## src/rtl/fpu_op_sequencer_if.sv

```systemverilog
// fpu_op_sequencer_if
//   Bundles the issue handshake, the shared FP-unit control/response bus, and
//   the writeback / branch-resolve / error outputs of the FPU issue sequencer.
//
//   Groups:
//     issue  : iss_valid, iss_ready, iss_opcode[4:0], iss_rd[4:0], iss_pc_tgt[31:0], flush
//     unit   : unit_sel[6:0] (one-hot {COM,ABS,INV,DIV,MUL,SUB,ADD}), unit_imm,
//              unit_start, unit_abort, unit_done, unit_result[31:0],
//              unit_lt, unit_eq, unit_gt
//     result : wb_valid, wb_rd[4:0], wb_data[31:0],
//              br_valid, br_taken, br_target[31:0]
//     error  : err_illegal, err_timeout
//
//   master : the sequencer side
//   slave  : the environment side (decode stage, FP units, consumers)
interface fpu_op_sequencer_if;
  logic        iss_valid;
  logic        iss_ready;
  logic [4:0]  iss_opcode;
  logic [4:0]  iss_rd;
  logic [31:0] iss_pc_tgt;
  logic        flush;

  logic [6:0]  unit_sel;
  logic        unit_imm;
  logic        unit_start;
  logic        unit_abort;
  logic        unit_done;
  logic [31:0] unit_result;
  logic        unit_lt;
  logic        unit_eq;
  logic        unit_gt;

  logic        wb_valid;
  logic [4:0]  wb_rd;
  logic [31:0] wb_data;
  logic        br_valid;
  logic        br_taken;
  logic [31:0] br_target;
  logic        err_illegal;
  logic        err_timeout;

  modport master (
    input  iss_valid, iss_opcode, iss_rd, iss_pc_tgt, flush,
    input  unit_done, unit_result, unit_lt, unit_eq, unit_gt,
    output iss_ready,
    output unit_sel, unit_imm, unit_start, unit_abort,
    output wb_valid, wb_rd, wb_data,
    output br_valid, br_taken, br_target,
    output err_illegal, err_timeout
  );

  modport slave (
    output iss_valid, iss_opcode, iss_rd, iss_pc_tgt, flush,
    output unit_done, unit_result, unit_lt, unit_eq, unit_gt,
    input  iss_ready,
    input  unit_sel, unit_imm, unit_start, unit_abort,
    input  wb_valid, wb_rd, wb_data,
    input  br_valid, br_taken, br_target,
    input  err_illegal, err_timeout
  );
endinterface

```

## src/rtl/fpu_op_sequencer.sv

```systemverilog
// fpu_op_sequencer
//   Issue sequencer for the FPU execution path. Accepts one decoded FPU
//   instruction at a time, starts exactly one shared FP unit, waits for its
//   completion and emits either a register writeback or a resolved branch.
//
//   Parameters:
//     TIMEOUT : number of WAIT cycles without unit_done tolerated; a done in
//               the TIMEOUT-th WAIT cycle still completes, otherwise
//               unit_abort + err_timeout pulse in the following cycle (2..255)
//
//   Ports:
//     clk   : clock, all state on the rising edge
//     rst_n : asynchronous active-low reset
//     bus   : fpu_op_sequencer_if.master (issue, unit, result, error groups)
//
//   Timing: accept in N -> unit_start in N+1 -> earliest unit_done in N+2
//   -> wb_valid / br_valid in N+3. Every output is registered except
//   iss_ready, and except wb_valid/br_valid, which are masked by a flush
//   arriving in the same cycle so a flushed result never reaches a consumer.
module fpu_op_sequencer #(
  parameter int unsigned TIMEOUT = 64
) (
  input  logic               clk,
  input  logic               rst_n,
  fpu_op_sequencer_if.master bus
);

  typedef enum logic [2:0] {
    S_IDLE,
    S_ISSUE,
    S_WAIT,
    S_WB,
    S_BR
  } state_t;

  typedef struct packed {
    logic       legal;
    logic       nop;
    logic       imm;
    logic [6:0] sel;
  } dec_t;

  localparam logic [8:0] TIMEOUT_W = 9'(TIMEOUT);

  // Register ops 00001..00111 and immediate ops 10001..10110 share the unit
  // index in opcode[2:0]; branches 11100..11110 all use the comparator.
  function automatic dec_t decode_op(input logic [4:0] op);
    dec_t d;
    d = '0;
    if (op == 5'b00000) begin
      d.legal = 1'b1;
      d.nop   = 1'b1;
    end else if (op[4:3] == 2'b00) begin
      d.legal = 1'b1;
      d.sel   = 7'b0000001 << (op[2:0] - 3'd1);
    end else if (op[4:3] == 2'b10 && op[2:0] != 3'b000 && op[2:0] != 3'b111) begin
      d.legal = 1'b1;
      d.imm   = 1'b1;
      d.sel   = 7'b0000001 << (op[2:0] - 3'd1);
    end else if (op[4:2] == 3'b111 && op[1:0] != 2'b11) begin
      d.legal = 1'b1;
      d.sel   = 7'b1000000;
    end
    return d;
  endfunction

  state_t      state_reg;
  logic [4:0]  opcode_reg;
  logic [4:0]  rd_reg;
  logic [31:0] pc_tgt_reg;
  logic [7:0]  watchdog_reg;

  logic [6:0]  unit_sel_reg;
  logic        unit_imm_reg;
  logic        unit_start_reg;
  logic        unit_abort_reg;
  logic        wb_valid_reg;
  logic [4:0]  wb_rd_reg;
  logic [31:0] wb_data_reg;
  logic        br_valid_reg;
  logic        br_taken_reg;
  logic [31:0] br_target_reg;
  logic        err_illegal_reg;
  logic        err_timeout_reg;

  dec_t        iss_dec;
  logic [8:0]  wd_inc;
  logic        is_branch;
  logic        branch_flag;

  assign iss_dec   = decode_op(bus.iss_opcode);
  assign wd_inc    = {1'b0, watchdog_reg} + 9'd1;
  assign is_branch = (opcode_reg[4:2] == 3'b111);

  // Only legal branches reach WAIT, so opcode[1:0] is 00 BEQ, 01 BLT, 10 BGT.
  always_comb begin
    case (opcode_reg[1:0])
      2'b00:   branch_flag = bus.unit_eq;
      2'b01:   branch_flag = bus.unit_lt;
      default: branch_flag = bus.unit_gt;
    endcase
  end

  always_ff @(posedge clk or negedge rst_n) begin
    if (!rst_n) begin
      state_reg       <= S_IDLE;
      opcode_reg      <= '0;
      rd_reg          <= '0;
      pc_tgt_reg      <= '0;
      watchdog_reg    <= '0;
      unit_sel_reg    <= '0;
      unit_imm_reg    <= 1'b0;
      unit_start_reg  <= 1'b0;
      unit_abort_reg  <= 1'b0;
      wb_valid_reg    <= 1'b0;
      wb_rd_reg       <= '0;
      wb_data_reg     <= '0;
      br_valid_reg    <= 1'b0;
      br_taken_reg    <= 1'b0;
      br_target_reg   <= '0;
      err_illegal_reg <= 1'b0;
      err_timeout_reg <= 1'b0;
    end else begin
      // One-cycle pulses default low; the state branches below raise them.
      unit_start_reg  <= 1'b0;
      unit_abort_reg  <= 1'b0;
      wb_valid_reg    <= 1'b0;
      br_valid_reg    <= 1'b0;
      err_illegal_reg <= 1'b0;
      err_timeout_reg <= 1'b0;

      case (state_reg)
        S_IDLE: begin
          if (bus.iss_valid && !bus.flush) begin
            opcode_reg <= bus.iss_opcode;
            rd_reg     <= bus.iss_rd;
            pc_tgt_reg <= bus.iss_pc_tgt;
            if (!iss_dec.legal) begin
              err_illegal_reg <= 1'b1;
            end else if (!iss_dec.nop) begin
              state_reg      <= S_ISSUE;
              unit_start_reg <= 1'b1;
              unit_sel_reg   <= iss_dec.sel;
              unit_imm_reg   <= iss_dec.imm;
            end
          end
        end

        S_ISSUE: begin
          watchdog_reg <= '0;
          if (bus.flush) begin
            unit_abort_reg <= 1'b1;
            unit_sel_reg   <= '0;
            unit_imm_reg   <= 1'b0;
            state_reg      <= S_IDLE;
          end else begin
            state_reg <= S_WAIT;
          end
        end

        S_WAIT: begin
          // Priority: flush, then done, then watchdog expiry.
          if (bus.flush) begin
            unit_abort_reg <= 1'b1;
            unit_sel_reg   <= '0;
            unit_imm_reg   <= 1'b0;
            state_reg      <= S_IDLE;
          end else if (bus.unit_done) begin
            unit_sel_reg <= '0;
            unit_imm_reg <= 1'b0;
            if (is_branch) begin
              br_valid_reg  <= 1'b1;
              br_taken_reg  <= branch_flag;
              br_target_reg <= pc_tgt_reg;
              state_reg     <= S_BR;
            end else begin
              wb_valid_reg <= 1'b1;
              wb_rd_reg    <= rd_reg;
              wb_data_reg  <= bus.unit_result;
              state_reg    <= S_WB;
            end
          end else begin
            watchdog_reg <= (watchdog_reg == 8'hFF) ? 8'hFF : wd_inc[7:0];
            if (wd_inc >= TIMEOUT_W) begin
              unit_abort_reg  <= 1'b1;
              err_timeout_reg <= 1'b1;
              unit_sel_reg    <= '0;
              unit_imm_reg    <= 1'b0;
              state_reg       <= S_IDLE;
            end
          end
        end

        S_WB: begin
          wb_rd_reg   <= '0;
          wb_data_reg <= '0;
          state_reg   <= S_IDLE;
        end

        S_BR: begin
          br_taken_reg  <= 1'b0;
          br_target_reg <= '0;
          state_reg     <= S_IDLE;
        end

        default: state_reg <= S_IDLE;
      endcase
    end
  end

  // A flush in IDLE also refuses the offer in that cycle.
  assign bus.iss_ready   = (state_reg == S_IDLE) && !bus.flush;
  assign bus.unit_sel    = unit_sel_reg;
  assign bus.unit_imm    = unit_imm_reg;
  assign bus.unit_start  = unit_start_reg;
  assign bus.unit_abort  = unit_abort_reg;
  assign bus.wb_valid    = wb_valid_reg && !bus.flush;
  assign bus.wb_rd       = wb_rd_reg;
  assign bus.wb_data     = wb_data_reg;
  assign bus.br_valid    = br_valid_reg && !bus.flush;
  assign bus.br_taken    = br_taken_reg;
  assign bus.br_target   = br_target_reg;
  assign bus.err_illegal = err_illegal_reg;
  assign bus.err_timeout = err_timeout_reg;

endmodule

```

## src/flat_wrapper.sv

```systemverilog
// flat-port wrapper written by rule: the top's interface ports become plain ports
module fpu_op_sequencer_flat 
#(
  parameter int unsigned TIMEOUT = 64
)
  (clk, rst_n, bus_iss_valid, bus_iss_opcode, bus_iss_rd, bus_iss_pc_tgt, bus_flush, bus_unit_done, bus_unit_result, bus_unit_lt, bus_unit_eq, bus_unit_gt, bus_iss_ready, bus_unit_sel, bus_unit_imm, bus_unit_start, bus_unit_abort, bus_wb_valid, bus_wb_rd, bus_wb_data, bus_br_valid, bus_br_taken, bus_br_target, bus_err_illegal, bus_err_timeout);
  fpu_op_sequencer_if bus_i ();
  input  logic clk;
  input  logic rst_n;
  input wire logic [$bits(bus_i.iss_valid)-1:0] bus_iss_valid;
  input wire logic [$bits(bus_i.iss_opcode)-1:0] bus_iss_opcode;
  input wire logic [$bits(bus_i.iss_rd)-1:0] bus_iss_rd;
  input wire logic [$bits(bus_i.iss_pc_tgt)-1:0] bus_iss_pc_tgt;
  input wire logic [$bits(bus_i.flush)-1:0] bus_flush;
  input wire logic [$bits(bus_i.unit_done)-1:0] bus_unit_done;
  input wire logic [$bits(bus_i.unit_result)-1:0] bus_unit_result;
  input wire logic [$bits(bus_i.unit_lt)-1:0] bus_unit_lt;
  input wire logic [$bits(bus_i.unit_eq)-1:0] bus_unit_eq;
  input wire logic [$bits(bus_i.unit_gt)-1:0] bus_unit_gt;
  output wire logic [$bits(bus_i.iss_ready)-1:0] bus_iss_ready;
  output wire logic [$bits(bus_i.unit_sel)-1:0] bus_unit_sel;
  output wire logic [$bits(bus_i.unit_imm)-1:0] bus_unit_imm;
  output wire logic [$bits(bus_i.unit_start)-1:0] bus_unit_start;
  output wire logic [$bits(bus_i.unit_abort)-1:0] bus_unit_abort;
  output wire logic [$bits(bus_i.wb_valid)-1:0] bus_wb_valid;
  output wire logic [$bits(bus_i.wb_rd)-1:0] bus_wb_rd;
  output wire logic [$bits(bus_i.wb_data)-1:0] bus_wb_data;
  output wire logic [$bits(bus_i.br_valid)-1:0] bus_br_valid;
  output wire logic [$bits(bus_i.br_taken)-1:0] bus_br_taken;
  output wire logic [$bits(bus_i.br_target)-1:0] bus_br_target;
  output wire logic [$bits(bus_i.err_illegal)-1:0] bus_err_illegal;
  output wire logic [$bits(bus_i.err_timeout)-1:0] bus_err_timeout;
  assign bus_i.iss_valid = bus_iss_valid;
  assign bus_i.iss_opcode = bus_iss_opcode;
  assign bus_i.iss_rd = bus_iss_rd;
  assign bus_i.iss_pc_tgt = bus_iss_pc_tgt;
  assign bus_i.flush = bus_flush;
  assign bus_i.unit_done = bus_unit_done;
  assign bus_i.unit_result = bus_unit_result;
  assign bus_i.unit_lt = bus_unit_lt;
  assign bus_i.unit_eq = bus_unit_eq;
  assign bus_i.unit_gt = bus_unit_gt;
  assign bus_iss_ready = bus_i.iss_ready;
  assign bus_unit_sel = bus_i.unit_sel;
  assign bus_unit_imm = bus_i.unit_imm;
  assign bus_unit_start = bus_i.unit_start;
  assign bus_unit_abort = bus_i.unit_abort;
  assign bus_wb_valid = bus_i.wb_valid;
  assign bus_wb_rd = bus_i.wb_rd;
  assign bus_wb_data = bus_i.wb_data;
  assign bus_br_valid = bus_i.br_valid;
  assign bus_br_taken = bus_i.br_taken;
  assign bus_br_target = bus_i.br_target;
  assign bus_err_illegal = bus_i.err_illegal;
  assign bus_err_timeout = bus_i.err_timeout;
  fpu_op_sequencer #(.TIMEOUT(TIMEOUT)) u_core (.clk(clk), .rst_n(rst_n), .bus(bus_i));
endmodule
```

## config.mk

```make
export PLATFORM = sky130hd
export DESIGN_NAME = fpu_op_sequencer_flat
export DESIGN_NICKNAME = d
export VERILOG_FILES = /design/src/rtl/fpu_op_sequencer_if.sv /design/src/rtl/fpu_op_sequencer.sv /design/src/flat_wrapper.sv
export SDC_FILE = /design/constraint.sdc
export NUM_CORES = 1
export LEC_CHECK = 0
export ABC_CLOCK_PERIOD_IN_PS = 2100
export CORE_ASPECT_RATIO = 0.5
export CORE_MARGIN = 4
export CORE_UTILIZATION = 44
export CTS_BUF_LIST = sky130_fd_sc_hd__clkbuf_2 sky130_fd_sc_hd__clkbuf_4 sky130_fd_sc_hd__clkbuf_8
export CTS_CLUSTER_DIAMETER = 40
export DETAILED_ROUTE_END_ITERATION = 8
export HOLD_SLACK_MARGIN = 0.05
export PLACE_DENSITY = 0.76
export SLEW_MARGIN = 20
export SYNTH_ARGS = -nofsm -noshare
export SYNTH_HDL_FRONTEND = slang
export SYNTH_SLANG_ARGS = --single-unit
export TNS_END_PERCENT = 30
```

## constraint.sdc

```tcl
create_clock -name clk -period 2.1 [get_ports clk]
set_input_delay 0.42 -clock clk [delete_from_list [all_inputs] [get_ports clk]]
set_output_delay 0.42 -clock clk [all_outputs]
set_load 0.005 [all_outputs]
```

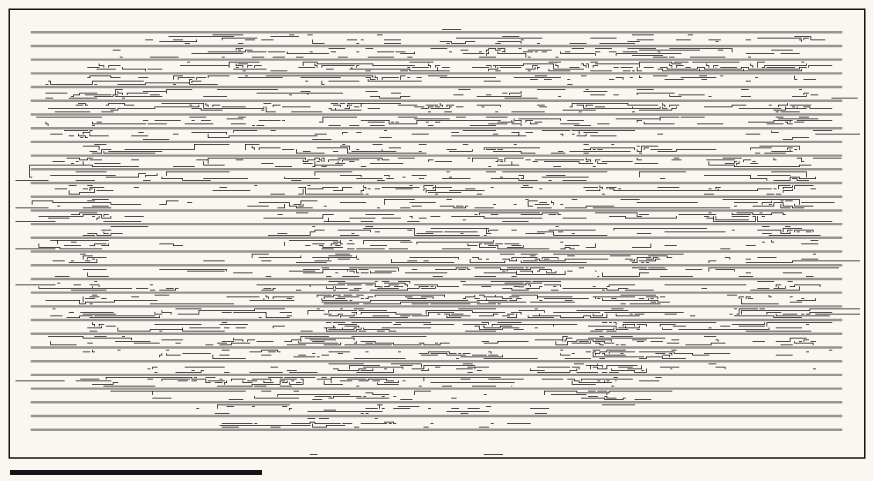
*M1 wires, run 1*
The bar under the picture is 50 um long. Supply wires on this layer in gray.
longest straight run: 33.6 um
share of all routed wire: 43%
wire length on this layer: 6,300 um

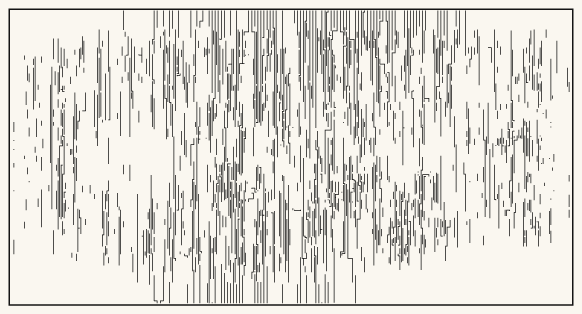
*Met2 routing, run 1*
share of all routed wire: 50%
nets with wire on the layer: 685
longest straight run: 42.8 um
wire length on this layer: 7,240 um
Total Routed Length: 14.5 mm
via count of the routed design: 4,664
met2 Usage GRT: 32.9%

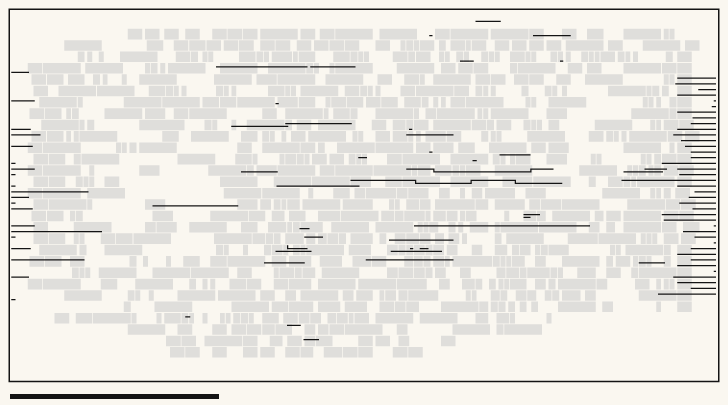
*Metal 3, run 1*
The bar under the picture is 50 um long.
share of all routed wire: 5.5%
wire length on this layer: 794 um
met3 Usage GRT: 4.77%

==> summary.txt, run 1 <==
Results of an implementation run.

The flow ran to the end, and the final reports show no timing, DRC or antenna violations. Headroom to the max-slew limit came out at about 73%. The initial utilization of the core area, before any placement, comes to 45.2%.

The area share of the leading cell type in the synthesized netlist is approximately three fifths. According to the I/O placement log, the pin count is 167. The time the final worst path needs with I/O delays and setup is approximately 2 ns. In this run the tools logged warnings totalling 28. The number of clock sinks is ~140.

In this run, the combinational gates consume between 20% and 30% of the power. The worst setup path is launched from a register. In this run the clock root is driven by a clkbuf_8. The internal power contribution is slightly below 6 mW. The count of nets left with antenna violations after detail routing is 0. Counting the warning lines in the Yosys log gives 0. The TritonCTS buffer count is 17. Post-synth the commonest register cell is dfrtp_1.

The biggest area contributor in the post-synthesis netlist is dfrtp_1. The final hold slack is between 0.4 and 0.5 ns. Entering global routing, the biggest net connects 60 pins.

The count of maximum capacitance violations is 0. For this run, the final setup violation count is recorded as 0. The main area contributors are dfrtp_1 60%, nand2_1 10%, nand3_1 6.5%, mux2_1 4.5%, mux2_2 3.5%.

The leakage power of the design is approximately 4 nW. The floorplan step defined a die boundary enclosing 15,000 sq um. The routed layout reports a DRC error count of 0.

Summed over all nets, the half-perimeter wirelength after detailed placement is 9.92 mm. The final timing report lists a hold violation count of 0. By instance count after routing, the leading logic cell types are 158 x clkdlybuf4s50_1, 151 x nand2_1, 135 x dfrtp_1, 75 x nand3_1, 37 x buf_4. Of the total power, registers draw approximately 46%. After synthesis, the share of flip-flops with an asynchronous set or reset is 100%. Dividing the final minimum period by the clock period gives between 90% and 100%. The number of placement rows is 29. The detailed-routed wire length on met3 is around 790 um. Once placement completed, the tool counted placed cells totaling approximately 890. The main logic family after synthesis is simple AND/OR/NAND/NOR gates. The switching component of the power was reported as approximately 2.3 mW. The maximum achievable frequency is 501 MHz.

The number of antenna repair diodes is 0. The smallest setup slack after layout is 0.104 ns. Of the total synthesized cell area, the portion taken by full adders, half adders and majority gates is less than 1%. Of the cells placed in the final design, the portion with a size suffix greater than 1 is 16.4%.

The fraction of synthesized cell area in xor and xnor cells is 0%. The final standard cell utilization of the core is 66.0%. Power spread over the standard cell area amounts to about 970 nW/um^2. The number of flops mapped to enable cells by yosys is 0. The number of global-route vias before repair was around 4,600.

In this run the number of H-tree levels came out at 4. The synthesized area divided by synthesized cell count is 10.6 sq um. The switching portion of total power comes to ~28%.

Global routing put the most usage on met2. The compound-gate portion of the synthesized area is under 10%. For this run, the register share of the synthesized area comes to roughly three fifths. The number of cells in the yosys synthesis report is 543. In the log, the iteration count for the first detailed-route pass is 4. The clock slew seen by the registers of the worst setup and hold paths is ~0.09 ns.

The synthesized chip area reported by yosys is approximately 5700 sq um. The signed area change from the synthesized netlist to the final layout is 46.2%. The width of the die is around 170 um. The highest metal layer with signal wires is met4.

The height of the die is just under 90 um. Adding up every negative setup slack in the final design gives 0 ns. Along the worst path, the maximum fanout reaches 8. The synthesized netlist occupies a cell area of ~5700 sq um.

On the final layout, the worst clock skew is around 0.015 ns. The core outline area is roughly 13,000 sq um. The met2 layer wire length in the routed design is roughly 7.2 mm.

The sum of routed wire segments on met1 is 6.30 mm. STA classifies the critical path endpoint as a register. For reference, simple AND, OR, NAND and NOR cells occupy 21.3% of the area reported after synthesis. The detailed-route wire length per cell is 15.7 um.

The total number of nets in the final design is roughly 830. The global-route usage over all layers is 19.5%. The register bit count reported by yosys is between 100 and 150. The class of the tightest hold or removal check is in2async.

The first global-routing pass estimated around 23 mm of wire. Pins over their slew limit in the final report were tallied at 0. For reference, the mux area share after synthesis is between 10 and 15%. The worst-case IR drop observed on VDD is about 0.57 mV. The arrival time of data at the worst endpoint is listed as about 2.3 ns. The power report attributes to the clock group a share of between 20% and 30%. The final instance area is ~8400 sq um.
run 1: path summary, 6_finish.rpt:
path / start / end / slack [ns] / cells after the start
max in group asynchronous: rst_n / u_core.opcode_reg[3] / 1.06 / 3
min: rst_n / u_core.bus.wb_data[10] / 0.43 / 2
min in group clk: u_core.bus.br_target[20] / u_core.bus.br_target[20] / 0.47 / 2
min reg2reg: u_core.bus.br_target[20] / u_core.bus.br_target[20] / 0.47 / 2
max: u_core.watchdog_reg[0] / u_core.bus.unit_sel[6] / 0.10 / 7
max reg2reg: u_core.watchdog_reg[0] / u_core.bus.unit_sel[6] / 0.10 / 7
run 1: critical path, cell delays in order (launching register included):
cell and delay [ns]:
dfrtp_1 0.39, ha_1 0.23, and4_4 0.22, a21o_1 0.18, a21oi_2 0.16, a221o_1 0.20
buf_6 0.17, mux2_4 0.31
run 1: area by class of cell:
type                    count  area (sq um)
clock buffers              21           289
clock inverters            11           111
fillers                   986          4310
inverters                   8          30.0
multi-input cells         366          2180
flip-flops and latches    137          3430
well taps                 170           213
repair buffers            214          2130
run 1: power groups by stage:
stage	combinational [mW]	clock [mW]	sequential [mW]
2_1_floorplan	0.692	0	3.75
5_1_grt	2.46	2.34	3.80
6_report	2.24	2.15	3.71
3_5_place_dp	2.25	0	3.76
3_3_place_gp	2.19	0	3.73
4_1_cts	2.27	2.21	3.71
run 1: repair_timing:
action,in CTS,in global routing
setup buffers,3,1
endpoints found under the hold margin,25,0
endpoints found under the setup margin,11,8
pin swaps,2,2
hold buffers,1,0
gates resized,14,5
run 1: logic make-up after synthesis:
group,Yosys count
AND-OR/OR-AND,43
adder cells (fa/ha/maj),3
buffers and inverters,40
flip-flops,137
multiplexers,50
AND/OR/NAND/NOR,270
==> run 2: changes to the inputs <==
- CORE_ASPECT_RATIO: 0.5 -> unset
- TNS_END_PERCENT: 30 -> unset
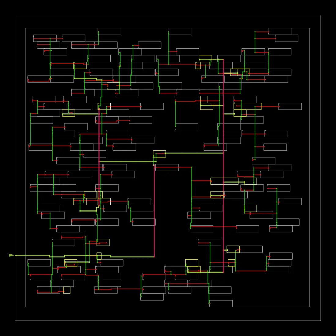
*Clock nets, run 2*
insertion delay of the later-clocked pin in the worst-skew pair: 0.44 ns
total clock buffers created by CTS: 17
clkbuf count: 21

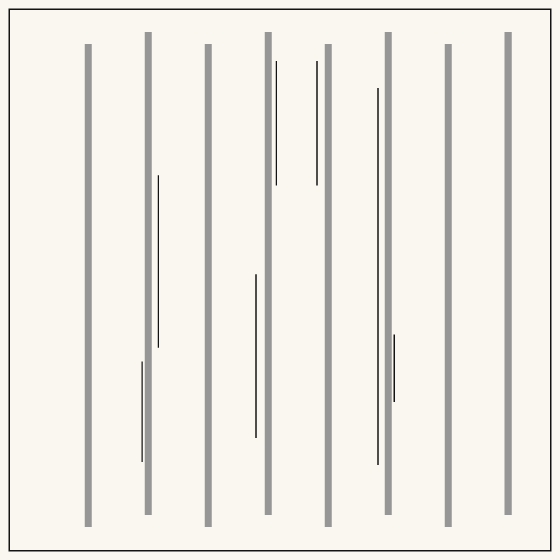
*Signal wires on met4, run 2*
Supply wires on this layer in gray.
wire length on this layer: 254 um
nets with wire on the layer: 6
share of all routed wire: 1.7%

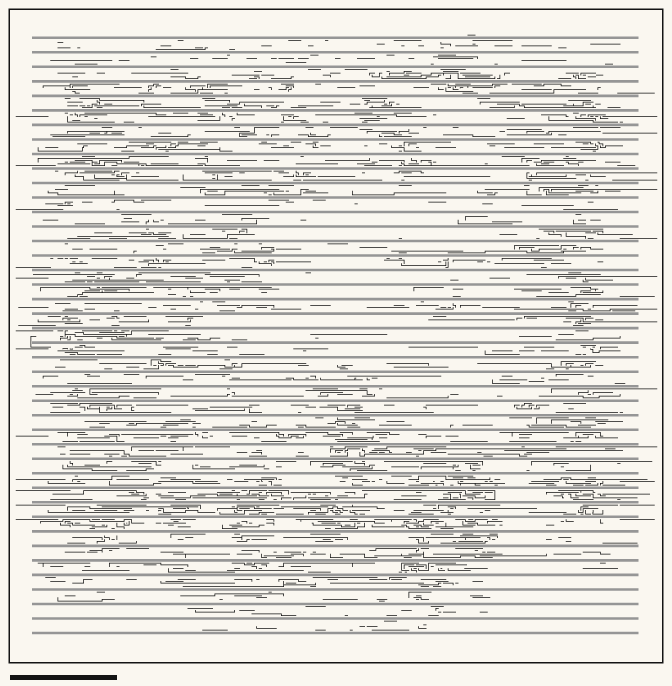
*M1 wires, run 2*
The bar under the picture is 20 um long. Supply wires on this layer in gray.
wire length on this layer: 6,090 um
nets with wire on the layer: 708
main direction: horizontal
met1 capacity usage during global routing: 25.3%
Total Routed Length: 14.7 mm
via count of the routed design: 4,778

==> summary.txt, run 2 <==
Results of an implementation run.

The sum of routed wire segments on met1 is slightly above 6 mm. The sequential cell area in the final layout is around 3400 sq um. Sequential cells were found to cover 59.8% of the synthesized design area. STA classifies the critical path startpoint as a primary input. The clock net in this run drives a total of 137 sinks. The total negative setup slack is 0 ns. The number of antenna repair diodes is 0.

The highest metal layer with signal wires is met4. The start point of the critical path is bus_iss_opcode[0]. Across the run, the number of max-cap violations was 0. The flow ran to the end, and the final reports show no timing, DRC or antenna violations. The total number of nets in the final design is between 800 and 900. The synthesized chip area reported by yosys is 5740 sq um. The clock slew seen by the registers of the worst setup and hold paths is 0.07 ns. The detailed-routed wire length on met3 is 1.46 mm. The start point of the worst hold path is u_core.bus.wb_data[28].

The commonest register cell is dfrtp_1. The synthesis report lists the most area-consuming cells as dfrtp_1 60%, nand2_1 10%, nand3_1 6.5%, mux2_1 4.5%, mux2_2 3.5%. The maximum number of pins on one net before global-route repair is ~53. For the worst reg-to-reg path, the startpoint reported by OpenROAD is u_core.watchdog_reg[0]. The floorplan report gives the top-level pin count as roughly 170. The area share of the leading cell type in the synthesized netlist is approximately 60%.

The final report gives the standard cell area, fillers excluded, as 8290 sq um. The number of placement rows is roughly 40. The number of global-route vias before repair is 5,012. By instance count after routing, the leading logic cell types are 158 x clkdlybuf4s50_1, 151 x nand2_1, 137 x dfrtp_1, 75 x nand3_1, 31 x buf_4.

In the power breakdown, the internal column shows 5.86 mW. The met2 layer wire length in the routed design is slightly below 7 mm. After global routing, the most crowded layer is met2. Looking at the clock tree report, the H-tree level count equals 4. The combinational share of power is between 20 and 30%.

After synthesis, the share of flip-flops with an asynchronous set or reset is 100%. The global-route usage over all layers is 20.4%. The class of the tightest hold or removal check is reg2reg. In the final report, the number of hold violations comes to 0. The signed area change from the synthesized netlist to the final layout is 44.5%.

The clock network burns 26.1% of the power. The synthesis log from Yosys contains 0 warnings. The tally of OpenROAD warnings is 28.

The setup slack of the worst register-to-register path is about 0.08 ns. Summed over all cells, the static leakage comes to approximately 3.9 nW.
[run 2: cell counts after synthesis]
No cell type changed its count.
[run 2: kinds of logic (layout without fill, tap and decap cells)]
family | after synthesis | in the layout | synth area share (%)
fa+ha+maj | 3 | 3 | 0.655
simple gates | 270 | 270 | 21.3
flops | 137 | 137 | 59.8
compound gates | 43 | 43 | 4.95
buf+inv | 40 | 244 | 3.01
mux | 50 | 50 | 10.3
[run 2: area by class of cell]
cell class / instances / share of cell area, %
clock buffers: 21 / 3.41
clock inverters: 8 / 1.18
inverters: 8 / 0.362
multi-input cells: 366 / 26.2
flip-flops and latches: 137 / 41.4
well taps: 172 / 2.60
repair buffers: 207 / 24.9
[run 2: metrics by stage]
| step | worst slack, ns | hold WS (ns) |
|---|---|---|
| finish | 0.0274 | 0.467 |
| global route | -0.0219 | 0.499 |
| CTS | 0.00515 | 0.470 |
| detailed placement | -0.668 | 0.414 |
| global placement | -0.615 | 0.402 |
| floorplan | 0.000389 | 0.124 |
[run 2: power groups by stage]
stage | logic, mW | clock network, mW | registers, mW
6_report | 2.20 | 2.09 | 3.72
2_1_floorplan | 0.692 | 0 | 3.75
3_5_place_dp | 2.24 | 0 | 3.77
4_1_cts | 2.25 | 2.15 | 3.73
5_1_grt | 2.43 | 2.27 | 3.82
3_3_place_gp | 2.17 | 0 | 3.72
[run 2: worst max-delay path, stage by stage]
cell and delay, ns:
dlygate4sd2_1 0.38, o21ba_4 0.20, o221ai_2 0.09, or4b_1 0.52, a221o_1 0.32, buf_6 0.16
mux2_4 0.30
[run 2: what timing repair did]
item                       CTS  global route
hold endpoints to repair    48             0
pin swaps                    3             0
setup endpoints to repair   11             8
hold buffers                 1             0
setup buffers                1             0
gates resized                9             3
Power figures rest on the tool's default switching activity, not on a simulated workload.
